### The metal 3 layer

(2 px per um)
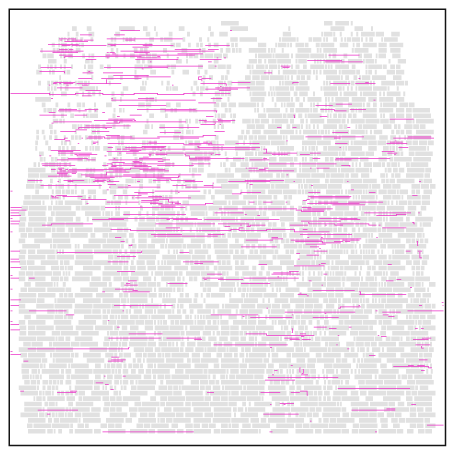
### Pin map

(1.5 px per um) Pins as bars across the die edge, other pins in grey.
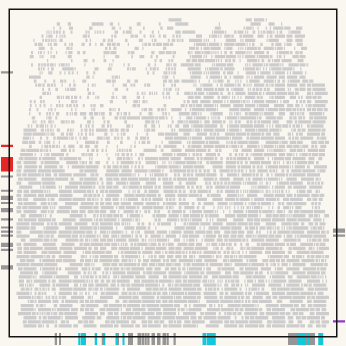
### Metal 4

(1.5 px per um) Supply wires on this layer in grey.
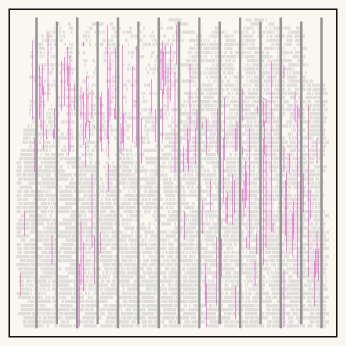
### Zoomed window

Region (138, 138) to (188, 188) um. Cells in grey, sequential cells in the stronger grey; small squares are vias.
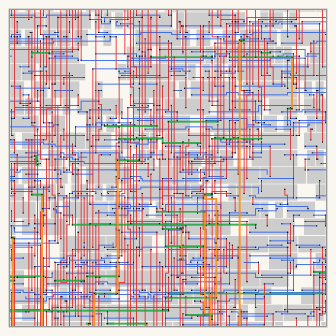
[config.mk]
export PLATFORM = sky130hd
export DESIGN_NAME = scene_recovery_flat
export DESIGN_NICKNAME = d
export VERILOG_FILES = /design/src/rtl/scene_recovery_if.sv /design/src/rtl/scene_recovery.sv /design/src/flat_wrapper.sv
export SDC_FILE = /design/constraint.sdc
export NUM_CORES = 1
export LEC_CHECK = 0
export CORE_MARGIN = 4
export CORE_UTILIZATION = 64
export CTS_CLUSTER_DIAMETER = 40
export DETAILED_ROUTE_END_ITERATION = 16
export PLACE_DENSITY = 0.83
export SYNTH_ARGS = -nofsm -noshare
export SYNTH_HDL_FRONTEND = slang
export SYNTH_SLANG_ARGS = --single-unit
[constraint.sdc]
create_clock -name clk -period 7.1 [get_ports clk]
set_input_delay 1.065 -clock clk [delete_from_list [all_inputs] [get_ports clk]]
set_output_delay 1.065 -clock clk [all_outputs]
set_load 0.005 [all_outputs]
[src/rtl/scene_recovery_if.sv]
// Pixel/transmission stream into scene recovery and recovered-pixel stream out,
// plus the atmospheric-light load strobe.
interface scene_recovery_if;
  logic [23:0] atm_light;
  logic        atm_load;
  logic [23:0] input_pixel;
  logic [7:0]  transmission;
  logic        input_is_valid;
  logic [23:0] output_pixel;
  logic        output_valid;
  logic        frame_done;
  logic        a_loaded;

  modport master (
    output atm_light, atm_load, input_pixel, transmission, input_is_valid,
    input  output_pixel, output_valid, frame_done, a_loaded
  );

  modport slave (
    input  atm_light, atm_load, input_pixel, transmission, input_is_valid,
    output output_pixel, output_valid, frame_done, a_loaded
  );
endinterface

[src/rtl/scene_recovery.sv]
// Haze-free recovery J = A + (I - A) * 255 / max(t, T0) per channel, with a
// reciprocal ROM, output saturation and a frame beat counter.
module scene_recovery #(
  parameter int unsigned WIDTH  = 512,
  parameter int unsigned HEIGHT = 512,
  parameter int unsigned T0     = 26
) (
  input  logic             clk,
  input  logic             rst,
  scene_recovery_if.slave  bus
);

  localparam int unsigned PIXELS  = WIDTH * HEIGHT;
  localparam int unsigned CW      = (PIXELS > 1) ? $clog2(PIXELS) : 1;
  localparam logic [CW-1:0] LAST  = CW'(PIXELS - 1);
  localparam logic [7:0] T_FLOOR  = 8'(T0);
  localparam int unsigned RECIP_NUM = 1044480;  // 255 * 2^12

  // Reciprocal table; entries below 16 are never addressed since tm >= T0 >= 16
  logic [15:0] recip_rom [256];
  for (genvar i = 0; i < 256; i++) begin : g_rom
    localparam int unsigned DEN = (i < 16) ? 16 : i;
    assign recip_rom[i] = (i < 16) ? '0 : 16'(RECIP_NUM / DEN);
  end

  logic [23:0] a_reg;
  logic        a_loaded_q;

  // Capture register: the accept edge registers I, t and the A in force, so the
  // four arithmetic stages below put output_valid exactly four edges later.
  logic        in_valid;
  logic [23:0] in_pix;
  logic [7:0]  in_t;
  logic [23:0] in_a;

  logic              s1_valid;
  logic [7:0]        s1_tm;
  logic signed [8:0] s1_diff [3];
  logic [7:0]        s1_a    [3];

  logic              s2_valid;
  logic [15:0]       s2_recip;
  logic signed [8:0] s2_diff [3];
  logic [7:0]        s2_a    [3];

  logic               s3_valid;
  logic signed [24:0] s3_prod [3];
  logic [7:0]         s3_a    [3];

  logic [23:0]   out_pix;
  logic          out_valid;
  logic          out_done;
  logic [CW-1:0] beat_cnt;

  logic signed [13:0] sum [3];
  logic [7:0]         sat [3];

  // Floor via arithmetic shift, add A back, clamp to 0..255
  always_comb begin
    for (int unsigned c = 0; c < 3; c++) begin
      sum[c] = 14'(s3_prod[c] >>> 12) + $signed({6'b0, s3_a[c]});
      sat[c] = '0;
      if (sum[c][13])
        sat[c] = '0;
      else if (sum[c][12:8] != '0)
        sat[c] = '1;
      else
        sat[c] = sum[c][7:0];
    end
  end

  always_ff @(posedge clk or negedge rst) begin
    if (!rst) begin
      a_reg      <= '0;
      a_loaded_q <= 1'b0;
      in_valid   <= 1'b0;
      in_pix     <= '0;
      in_t       <= '0;
      in_a       <= '0;
      s1_valid   <= 1'b0;
      s1_tm      <= '0;
      s2_valid   <= 1'b0;
      s2_recip   <= '0;
      s3_valid   <= 1'b0;
      out_pix    <= '0;
      out_valid  <= 1'b0;
      out_done   <= 1'b0;
      beat_cnt   <= '0;
      for (int unsigned c = 0; c < 3; c++) begin
        s1_diff[c] <= '0;
        s1_a[c]    <= '0;
        s2_diff[c] <= '0;
        s2_a[c]    <= '0;
        s3_prod[c] <= '0;
        s3_a[c]    <= '0;
      end
    end else begin
      if (bus.atm_load) begin
        a_reg      <= bus.atm_light;
        a_loaded_q <= 1'b1;
      end

      // Pixels arriving before any A has been latched are dropped here
      in_valid <= bus.input_is_valid & a_loaded_q;
      in_pix   <= bus.input_pixel;
      in_t     <= bus.transmission;
      in_a     <= a_reg;

      s1_valid <= in_valid;
      s1_tm    <= (in_t < T_FLOOR) ? T_FLOOR : in_t;
      for (int unsigned c = 0; c < 3; c++) begin
        s1_diff[c] <= $signed({1'b0, in_pix[8*c +: 8]}) - $signed({1'b0, in_a[8*c +: 8]});
        s1_a[c]    <= in_a[8*c +: 8];
      end

      s2_valid <= s1_valid;
      s2_recip <= recip_rom[s1_tm];
      for (int unsigned c = 0; c < 3; c++) begin
        s2_diff[c] <= s1_diff[c];
        s2_a[c]    <= s1_a[c];
      end

      s3_valid <= s2_valid;
      for (int unsigned c = 0; c < 3; c++) begin
        s3_prod[c] <= 25'($signed({{17{s2_diff[c][8]}}, s2_diff[c]}) *
                          $signed({10'b0, s2_recip}));
        s3_a[c]    <= s2_a[c];
      end

      out_valid <= s3_valid;
      out_done  <= 1'b0;
      if (s3_valid) begin
        for (int unsigned c = 0; c < 3; c++)
          out_pix[8*c +: 8] <= sat[c];
        if (beat_cnt == LAST) begin
          out_done <= 1'b1;
          beat_cnt <= '0;
        end else begin
          beat_cnt <= beat_cnt + 1'b1;
        end
      end
    end
  end

  assign bus.output_pixel = out_pix;
  assign bus.output_valid = out_valid;
  assign bus.frame_done   = out_done;
  assign bus.a_loaded     = a_loaded_q;

endmodule

[src/flat_wrapper.sv]
// flat-port wrapper written by rule: the top's interface ports become plain ports
module scene_recovery_flat 
#(
  parameter int unsigned WIDTH  = 512,
  parameter int unsigned HEIGHT = 512,
  parameter int unsigned T0     = 26
)
  (clk, rst, bus_atm_light, bus_atm_load, bus_input_pixel, bus_transmission, bus_input_is_valid, bus_output_pixel, bus_output_valid, bus_frame_done, bus_a_loaded);
  scene_recovery_if bus_i ();
  input  logic clk;
  input  logic rst;
  input wire logic [$bits(bus_i.atm_light)-1:0] bus_atm_light;
  input wire logic [$bits(bus_i.atm_load)-1:0] bus_atm_load;
  input wire logic [$bits(bus_i.input_pixel)-1:0] bus_input_pixel;
  input wire logic [$bits(bus_i.transmission)-1:0] bus_transmission;
  input wire logic [$bits(bus_i.input_is_valid)-1:0] bus_input_is_valid;
  output wire logic [$bits(bus_i.output_pixel)-1:0] bus_output_pixel;
  output wire logic [$bits(bus_i.output_valid)-1:0] bus_output_valid;
  output wire logic [$bits(bus_i.frame_done)-1:0] bus_frame_done;
  output wire logic [$bits(bus_i.a_loaded)-1:0] bus_a_loaded;
  assign bus_i.atm_light = bus_atm_light;
  assign bus_i.atm_load = bus_atm_load;
  assign bus_i.input_pixel = bus_input_pixel;
  assign bus_i.transmission = bus_transmission;
  assign bus_i.input_is_valid = bus_input_is_valid;
  assign bus_output_pixel = bus_i.output_pixel;
  assign bus_output_valid = bus_i.output_valid;
  assign bus_frame_done = bus_i.frame_done;
  assign bus_a_loaded = bus_i.a_loaded;
  scene_recovery #(.WIDTH(WIDTH), .HEIGHT(HEIGHT), .T0(T0)) u_core (.clk(clk), .rst(rst), .bus(bus_i));
endmodule
==> impl_metrics.env <==
# flow metrics
export IMPL_status="completed"
export IMPL_cp_cell_sequence="nand2_1, fa_1, inv_1, fa_1, inv_1, fa_1, inv_1, fa_1, ha_1, ha_1, a21o_1, a21o_1, a2111oi_2, o21ai_2, a21oi_2, nand2_1, a21o_1, xor2_1"
export IMPL_met2_usage_pct=55.8
export IMPL_yosys_area_sq_um=28100
export IMPL_start_kind="flip-flop"
export IMPL_slew_violations=0
export IMPL_synthTopCellsByCount="dfrtp_1 (318), fa_1 (300), nand2_1 (299), inv_1 (288), ha_1 (249)"
export IMPL_warning_count=46
export IMPL_max_cap_violations=0
export IMPL_netlist_area_sq_um=28100
export IMPL_cts_sinks=318
export IMPL_coreArea_sq_um=43200
export IMPL_cp_required_ns=7.55
export IMPL_synth_xor_area_share_pct=2.87
export IMPL_num_io_pins=87
export IMPL_hold_viol=0
export IMPL_fin_crit_sh_pct=82.3
export IMPL_areaGrowthSynthToFinish_pct=9.85
export IMPL_cp_common_cell="fa_1"
export IMPL_adder_share_pct=32.5
export IMPL_place_hpwl_mm=54.8
export IMPL_endpoint="u_core.s3_prod[70]"
export IMPL_worstPathMaxFanout=27
export IMPL_largest_reg_flops=39
export IMPL_overflow=0
export IMPL_nNetsFinal=3455
export IMPL_fin_crit_ns=5.84
Notes on 'The metal 3 layer' above:
284 nets have wire on it. The longest straight run is 66.2 um.
vias: 21543
WL final: 76.4 mm
met3 usage: 4.78%

Notes on 'Pin map' above:
bus_output_pixel: in cyan, pins 24, direction output, edge bottom. bus_transmission: in red, pins 8, direction input, edge left. rst: in purple, pins 1, direction input, edge right.
All pins by edge: 58 bottom, 25 left, 4 right.
Die Width: 217 um
Die Y: 217 um

Notes on 'Metal 4' above:
91 nets have wire on it. The layer holds 4.8% of the routed length. The layer carries 3680 um of wire. The wires run mostly vertical. The longest straight run is 114 um.

Notes on 'Zoomed window' above:
met2: in red. met4: in orange. met1: in blue. met3: in green.
Most frequent: fa_1 (54), inv_1 (44), nand2_1 (40). 207 logic cells have their middle in the window. Sequential cells in the window: 0.

[per-layer routing]
layer  wire [um]  vias up  part of all wire (%)
met2       37700      968                    49
li1            -     9449                     -
met5          23        -                 0.030
met4        3680        4                   4.8
met1       29700    10854                    39
met3        5350      268                   7.0
[worst register-to-register path, delay by kind of cell, from the launching register on]
kind                       cells  cell delay (ns)
buffers and inverters          3             0.15
and+or+nand+nor                2             0.30
DFF                            1             0.98
AOI/OAI and AO/OA              6             1.49
adders and majority gates      6             2.63
xor gates and xnor gates       1             0.16
[stage by stage]
step | worst slack [ns]
6_report | 1.26
3_3_place_gp | 1.54
3_5_place_dp | 1.28
5_1_grt | 1.00
4_1_cts | 1.28
2_1_floorplan | 2.02
